[config.mk]
export PLATFORM = sky130hd
export DESIGN_NAME = cam_timing_gen
export DESIGN_NICKNAME = d
export VERILOG_FILES = /design/src/rtl/cam_timing_gen.sv
export SDC_FILE = /design/constraint.sdc
export NUM_CORES = 1
export LEC_CHECK = 0
export CAP_MARGIN = 20
export CORE_ASPECT_RATIO = 0.75
export CORE_UTILIZATION = 55
export CTS_CLUSTER_SIZE = 10
export DETAILED_ROUTE_END_ITERATION = 10
export PLACE_DENSITY = 0.78
export SYNTH_ARGS = -nofsm -noshare
export SYNTH_HDL_FRONTEND = slang
export SYNTH_SLANG_ARGS = --single-unit
[constraint.sdc]
create_clock -name clk -period 3.8 [get_ports clk]
set_input_delay 0.38 -clock clk [delete_from_list [all_inputs] [get_ports clk]]
set_output_delay 0.38 -clock clk [all_outputs]
set_load 0.005 [all_outputs]
[src/rtl/cam_timing_gen.sv]
// cam_timing_gen: parametrised camera-bus source producing pclk/vsync/href/data
// in the same shape a sensor drives, with geometry, clock divider, test
// patterns, frame counting and enable gating.
// Optional feature macro: PATTERN_BALL_EN (mode 3 draws a moving 8x8 square).
module cam_timing_gen #(
  parameter int PCLK_DIV = 16,
  parameter int H_ACTIVE = 640,
  parameter int H_BLANK  = 144,
  parameter int BPP      = 2,
  parameter int V_SYNC   = 1,
  parameter int V_BACK   = 3,
  parameter int V_ACTIVE = 480,
  parameter int V_FRONT  = 10
) (
  input  logic        clk,
  input  logic        rst,
  input  logic        enable,
  input  logic [1:0]  mode,
  input  logic [15:0] color,
  output logic        pclk,
  output logic        vsync,
  output logic        href,
  output logic [7:0]  data,
  output logic [15:0] frame_cnt,
  output logic        frame_done,
  output logic        busy
);

  localparam int H_TOTAL = H_ACTIVE + H_BLANK;
  localparam int BAR_PIX = H_ACTIVE / 8;
  localparam int V_M01   = (V_SYNC > V_BACK) ? V_SYNC : V_BACK;
  localparam int V_M23   = (V_ACTIVE > V_FRONT) ? V_ACTIVE : V_FRONT;
  localparam int V_MAX   = (V_M01 > V_M23) ? V_M01 : V_M23;
  localparam int DIV_W   = (PCLK_DIV > 1) ? $clog2(PCLK_DIV) : 1;
  localparam int PIX_W   = (H_TOTAL > 1) ? $clog2(H_TOTAL) : 1;
  localparam int BYTE_W  = (BPP > 1) ? $clog2(BPP) : 1;
  localparam int BARP_W  = (BAR_PIX > 1) ? $clog2(BAR_PIX) : 1;
  localparam int LINE_W  = (V_MAX > 1) ? $clog2(V_MAX) : 1;

  typedef enum logic [2:0] {
    ST_IDLE, ST_VSYNC, ST_BACK, ST_ACTIVE, ST_FRONT
  } state_t;

  state_t              state_q, state_d;
  logic [DIV_W-1:0]    div_q, div_d;
  logic                pclk_q, pclk_d;
  logic                first_q, first_d;
  logic [LINE_W-1:0]   line_q, line_d;
  logic [PIX_W-1:0]    pix_q, pix_d;
  logic [BYTE_W-1:0]   bsel_q, bsel_d;
  logic [7:0]          inc_q, inc_d;
  logic [2:0]          bar_q, bar_d;
  logic [BARP_W-1:0]   barp_q, barp_d;
  logic [1:0]          mode_q, mode_d;
  logic [15:0]         color_q, color_d;
  logic                vsync_q, vsync_d;
  logic                href_q, href_d;
  logic [7:0]          data_q, data_d;
  logic [15:0]         frame_cnt_q, frame_cnt_d;
  logic                frame_done_q, frame_done_d;
  logic                busy_q, busy_d;
`ifdef PATTERN_BALL_EN
  logic [PIX_W-1:0]    bx_q, bx_d;
  logic [LINE_W-1:0]   by_q, by_d;
  logic                in_ball;
`endif

  logic                div_wrap;
  logic                eol;
  logic [LINE_W-1:0]   seg_last;
  logic [15:0]         pcol;
  logic [7:0]          pbyte;

  // Colour bar palette, left to right
  function automatic logic [15:0] bar_color(input logic [2:0] idx);
    case (idx)
      3'd0:    bar_color = 16'hFFFF;
      3'd1:    bar_color = 16'hFFE0;
      3'd2:    bar_color = 16'h07FF;
      3'd3:    bar_color = 16'h07E0;
      3'd4:    bar_color = 16'hF81F;
      3'd5:    bar_color = 16'hF800;
      3'd6:    bar_color = 16'h001F;
      default: bar_color = 16'h0000;
    endcase
  endfunction

  // Next-state: divider, position counters, frame sequencing and the pixel
  // outputs. Positions only advance on pclk falls; the first fall after a
  // start just presents position 0 so vsync rises on that fall.
  always_comb begin
    state_d      = state_q;
    div_d        = div_q;
    pclk_d       = pclk_q;
    first_d      = first_q;
    line_d       = line_q;
    pix_d        = pix_q;
    bsel_d       = bsel_q;
    inc_d        = inc_q;
    bar_d        = bar_q;
    barp_d       = barp_q;
    mode_d       = mode_q;
    color_d      = color_q;
    vsync_d      = vsync_q;
    href_d       = href_q;
    data_d       = data_q;
    frame_cnt_d  = frame_cnt_q;
    frame_done_d = 1'b0;
    busy_d       = busy_q;
`ifdef PATTERN_BALL_EN
    bx_d         = bx_q;
    by_d         = by_q;
    in_ball      = 1'b0;
`endif
    eol      = 1'b0;
    pcol     = 16'h0000;
    pbyte    = 8'h00;
    div_wrap = (div_q == DIV_W'(PCLK_DIV - 1));

    case (state_q)
      ST_VSYNC:  seg_last = LINE_W'(V_SYNC - 1);
      ST_BACK:   seg_last = LINE_W'(V_BACK - 1);
      ST_ACTIVE: seg_last = LINE_W'(V_ACTIVE - 1);
      default:   seg_last = LINE_W'(V_FRONT - 1);
    endcase

    if (state_q == ST_IDLE) begin
      pclk_d = 1'b1;
      div_d  = '0;
      if (enable) begin
        state_d = ST_VSYNC;
        busy_d  = 1'b1;
        first_d = 1'b1;
        line_d  = '0;
        pix_d   = '0;
        bsel_d  = '0;
        inc_d   = '0;
        bar_d   = '0;
        barp_d  = '0;
        mode_d  = mode;
        color_d = color;
      end
    end else begin
      div_d = div_wrap ? '0 : div_q + DIV_W'(1);
      if (div_wrap) pclk_d = ~pclk_q;

      if (div_wrap && pclk_q) begin
        if (first_q) begin
          first_d = 1'b0;
        end else begin
          // byte -> pixel -> line -> segment carry chain
          if (bsel_q != BYTE_W'(BPP - 1)) begin
            bsel_d = bsel_q + BYTE_W'(1);
          end else begin
            bsel_d = '0;
            if (pix_q != PIX_W'(H_TOTAL - 1)) begin
              pix_d = pix_q + PIX_W'(1);
              if (barp_q == BARP_W'(BAR_PIX - 1)) begin
                barp_d = '0;
                bar_d  = bar_q + 3'd1;
              end else begin
                barp_d = barp_q + BARP_W'(1);
              end
            end else begin
              pix_d  = '0;
              barp_d = '0;
              bar_d  = '0;
              eol    = 1'b1;
            end
          end
          inc_d = eol ? 8'h00 : inc_q + 8'h01;

          if (eol) begin
            if (line_q != seg_last) begin
              line_d = line_q + LINE_W'(1);
            end else begin
              line_d = '0;
              case (state_q)
                ST_VSYNC:  state_d = ST_BACK;
                ST_BACK:   state_d = ST_ACTIVE;
                ST_ACTIVE: state_d = ST_FRONT;
                default: begin
                  // frame end: count, move the ball, restart or park
                  frame_done_d = 1'b1;
                  frame_cnt_d  = frame_cnt_q + 16'h0001;
`ifdef PATTERN_BALL_EN
                  bx_d = (bx_q == PIX_W'(H_ACTIVE - 8)) ? '0 : bx_q + PIX_W'(1);
                  by_d = (by_q == LINE_W'(V_ACTIVE - 8)) ? '0 : by_q + LINE_W'(1);
`endif
                  if (enable) begin
                    state_d = ST_VSYNC;
                    mode_d  = mode;
                    color_d = color;
                  end else begin
                    state_d = ST_IDLE;
                  end
                end
              endcase
            end
          end
        end

        if (state_d == ST_IDLE) begin
          // parking: skip this fall so pclk stays high while idle
          pclk_d  = 1'b1;
          busy_d  = 1'b0;
          vsync_d = 1'b0;
          href_d  = 1'b0;
          data_d  = 8'h00;
        end else begin
          case (mode_q)
            2'd2:    pcol = bar_color(bar_d);
`ifdef PATTERN_BALL_EN
            2'd3: begin
              in_ball = ({1'b0, pix_d} >= {1'b0, bx_q}) &&
                        ({1'b0, pix_d} < ({1'b0, bx_q} + (PIX_W+1)'(8))) &&
                        ({1'b0, line_d} >= {1'b0, by_q}) &&
                        ({1'b0, line_d} < ({1'b0, by_q} + (LINE_W+1)'(8)));
              pcol = in_ball ? color_q : 16'h0000;
            end
`endif
            default: pcol = color_q;
          endcase
          if (mode_q == 2'd0)                 pbyte = inc_d;
          else if (bsel_d == BYTE_W'(0))      pbyte = pcol[15:8];
          else if (bsel_d == BYTE_W'(1))      pbyte = pcol[7:0];
          else                                pbyte = 8'h00;

          vsync_d = (state_d == ST_VSYNC);
          href_d  = (state_d == ST_ACTIVE) &&
                    ({1'b0, pix_d} < (PIX_W+1)'(H_ACTIVE));
          data_d  = href_d ? pbyte : 8'h00;
        end
      end
    end
  end

  // State and output registers; reset wins over everything
  always_ff @(posedge clk) begin
    if (rst) begin
      state_q      <= ST_IDLE;
      div_q        <= '0;
      pclk_q       <= 1'b1;
      first_q      <= 1'b0;
      line_q       <= '0;
      pix_q        <= '0;
      bsel_q       <= '0;
      inc_q        <= 8'h00;
      bar_q        <= 3'd0;
      barp_q       <= '0;
      mode_q       <= 2'd0;
      color_q      <= 16'h0000;
      vsync_q      <= 1'b0;
      href_q       <= 1'b0;
      data_q       <= 8'h00;
      frame_cnt_q  <= 16'h0000;
      frame_done_q <= 1'b0;
      busy_q       <= 1'b0;
`ifdef PATTERN_BALL_EN
      bx_q         <= '0;
      by_q         <= '0;
`endif
    end else begin
      state_q      <= state_d;
      div_q        <= div_d;
      pclk_q       <= pclk_d;
      first_q      <= first_d;
      line_q       <= line_d;
      pix_q        <= pix_d;
      bsel_q       <= bsel_d;
      inc_q        <= inc_d;
      bar_q        <= bar_d;
      barp_q       <= barp_d;
      mode_q       <= mode_d;
      color_q      <= color_d;
      vsync_q      <= vsync_d;
      href_q       <= href_d;
      data_q       <= data_d;
      frame_cnt_q  <= frame_cnt_d;
      frame_done_q <= frame_done_d;
      busy_q       <= busy_d;
`ifdef PATTERN_BALL_EN
      bx_q         <= bx_d;
      by_q         <= by_d;
`endif
    end
  end

  assign pclk       = pclk_q;
  assign vsync      = vsync_q;
  assign href       = href_q;
  assign data       = data_q;
  assign frame_cnt  = frame_cnt_q;
  assign frame_done = frame_done_q;
  assign busy       = busy_q;

endmodule

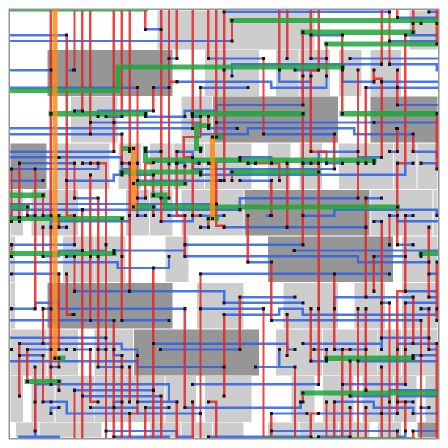
**Above:** close-up of the layout.
Window x 42 to 67, y 29 to 54 µm. Cells in gray, sequential cells in the stronger gray; small squares are vias.
Red stands for met2. Blue stands for met1. Orange stands for met4. Green stands for met3.
Sequential cells in the window: 7. Most frequent: nand2_1 (11), dfxtp_1 (7). 55 logic cells have their middle in the window. Netlist names of flops here include inc_q (3).

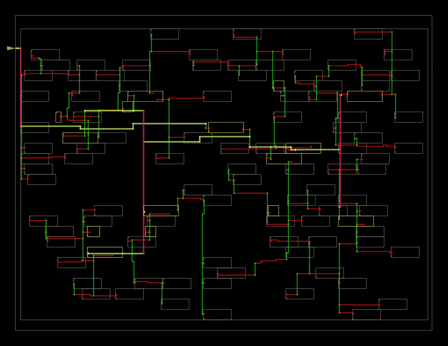
**Above:** the clock network.
registers: 93
clock buffers: 10
Clock Latency Late Sink: 0.34 ns
clk sinks: 93
post-route clock skew: 0.00721 ns

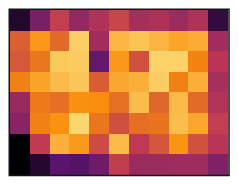
**Above:** local utilization.
Scale: 2 px per µm. 11 x 8 tiles, from black (low) to pale yellow (high), 0 to 100% covered.
The mean over all tiles is 60%. The emptiest ninth of the die: south-west. The fullest tile reaches 91%.
fin util: 68.4%
FP Util: 58.3%

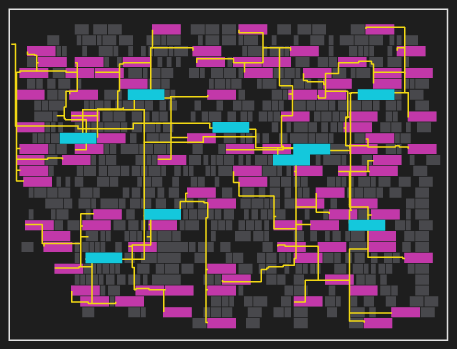
**Above:** clock network drawn from the DEF.
Scale: 4 px per µm.
Magenta stands for flip-flops, count 93. Cyan stands for cells driving clock nets, count 9. Yellow stands for clock wires, length 1090 µm.
Position of the flops: spread over the die.
Clock Power Share: 40.3%
Clock net power: 0.824 mW

## routing by layer
layer	track usage, %	up-vias
met3	4.87	16
met5	0	-
met4	6.49	0
met2	41.7	133
met1	38.0	2058
li1	-	2146
## logic make-up after synthesis
group           Yosys count
compound gates          134
mux                      17
buf+inv                  42
xor+xnor                 32
flops                    93
simple gates            248
fa+ha+maj                 8
## worst reg2reg max path, cell delays in order, from the launching register on
cell and delay [ns]:
dfxtp_1 0.39, ha_1 0.19, and3_1 0.28, and4_1 0.41, nand3_2 0.20, or4_4 0.66
or4_1 0.44, a21oi_1 0.17
## through the flow
step                      instances  cell area [µm²]
after floorplan                 574             4740
after global placement          706             5290
after detailed placement        706             5290
after CTS                       721             5560
after global routing            721             5560
final                           721             5560
==> run summary <==
largest area contributor in the netlist -> dfxtp_1
Detailed Route WL -> 11600 µm
logic area -> 0.00270 mm²
Detail Route Antenna Nets -> 0
status -> completed
gr usage total -> 26.7%
hold endpoint -> href
Slew HR -> 42.0%
flops & latches, synth -> 93
Adder Area Share -> 2.11%
H-Tree Depth -> 3
synth warn -> 0
register area -> 0.00186 mm²
DRT iter0 DRCs -> 338
crit path from -> pix_q[0]
Max-area cell class -> combinational gates
GRT Residual Overflow -> 0
maximum clock insertion buffer count -> 2
layout cells sized above 1 -> 5.68%
# Post-CTS Setup Buffers -> 0
Yosys chip area -> 0.00474 mm²
Post-synth EDFFs -> 0
met3 routed WL -> 671 µm
biggest fanout along the worst timing path -> 24
worst path arrival time -> 3.08 ns
number of remaining DRC errors -> 0
vias in the first global route -> 3822
dpl ws -> 0.979 ns
Die W -> 109 µm
worst endpoint required time -> 4.07 ns
max cap viols -> 0
mi-comb count -> 439
top cells by count, synth -> nand2_1 (94), dfxtp_1 (93), nor2_1 (45), a21oi_1 (39), o31ai_1 (27)
HP Class -> flip-flop to flip-flop
Die Y -> 82.4 µm
Vias -> 4353
WP buf/inv -> 0
Top Layout Cells -> nand2_1 (94), dfxtp_1 (93), clkdlybuf4s50_1 (49)
Log Warnings -> 26
Synth Flop Type -> dfxtp_1
worst setup margin -> 0.992 ns
Worst Max-Slew Pin Slew -> 0.870 ns
Power, Total -> 2.05 mW
DR top layer -> met4
Hold Startpoint -> href
leading cell type by number of instances after synthesis -> nand2_1
syn nets -> 603
# rows -> 28
Async SR Flop Fraction -> 0%
initial antenna violation count -> 0
combinational power -> 0.195 mW
Ant. Diodes -> 0
switching pwr -> 0.526 mW
Avg Cell Area, Syn -> 8.25 µm²
clock network area share -> 4.82%
RR Startpoint -> pix_q[0]
worst-path cell chain -> ha_1 -> and3_1 -> and4_1 -> nand3_2 -> or4_4 -> or4_1 -> a21oi_1
fin crit share -> 73.9%
Post-Syn Area -> 0.00474 mm²
critical path's slowest cell -> or4_4
and+or+nand+nor area frac -> 26.7%
CP startpoint kind -> flip-flop
Worst Path Class, Setup -> flip-flop to flip-flop
CP Depth -> 7
DPL Wire Length -> 8130 µm
PwrDens -> 368 mW/mm²
inverter count -> 13
fin nets -> 641
reg-to-reg endpoint -> frame_cnt[11]
tally of buffers added on design ports -> 49
Pint -> 1.52 mW
CP Capture Type -> flip-flop
worst-case reg-to-reg path depth -> 7
register share after synthesis -> 39.3%
Worst Setup EP -> frame_cnt[11]
Static Leak -> 1.98 nW
FILL cells -> 680
area fraction in mux cells -> 3.62%
Placer Congestion -> 0.880
Clock Root Buffer -> clkbuf_16
cts hold-fix bufs -> 0
Max Fclk -> 0.356 GHz
Power and IR drop assume default switching activity.
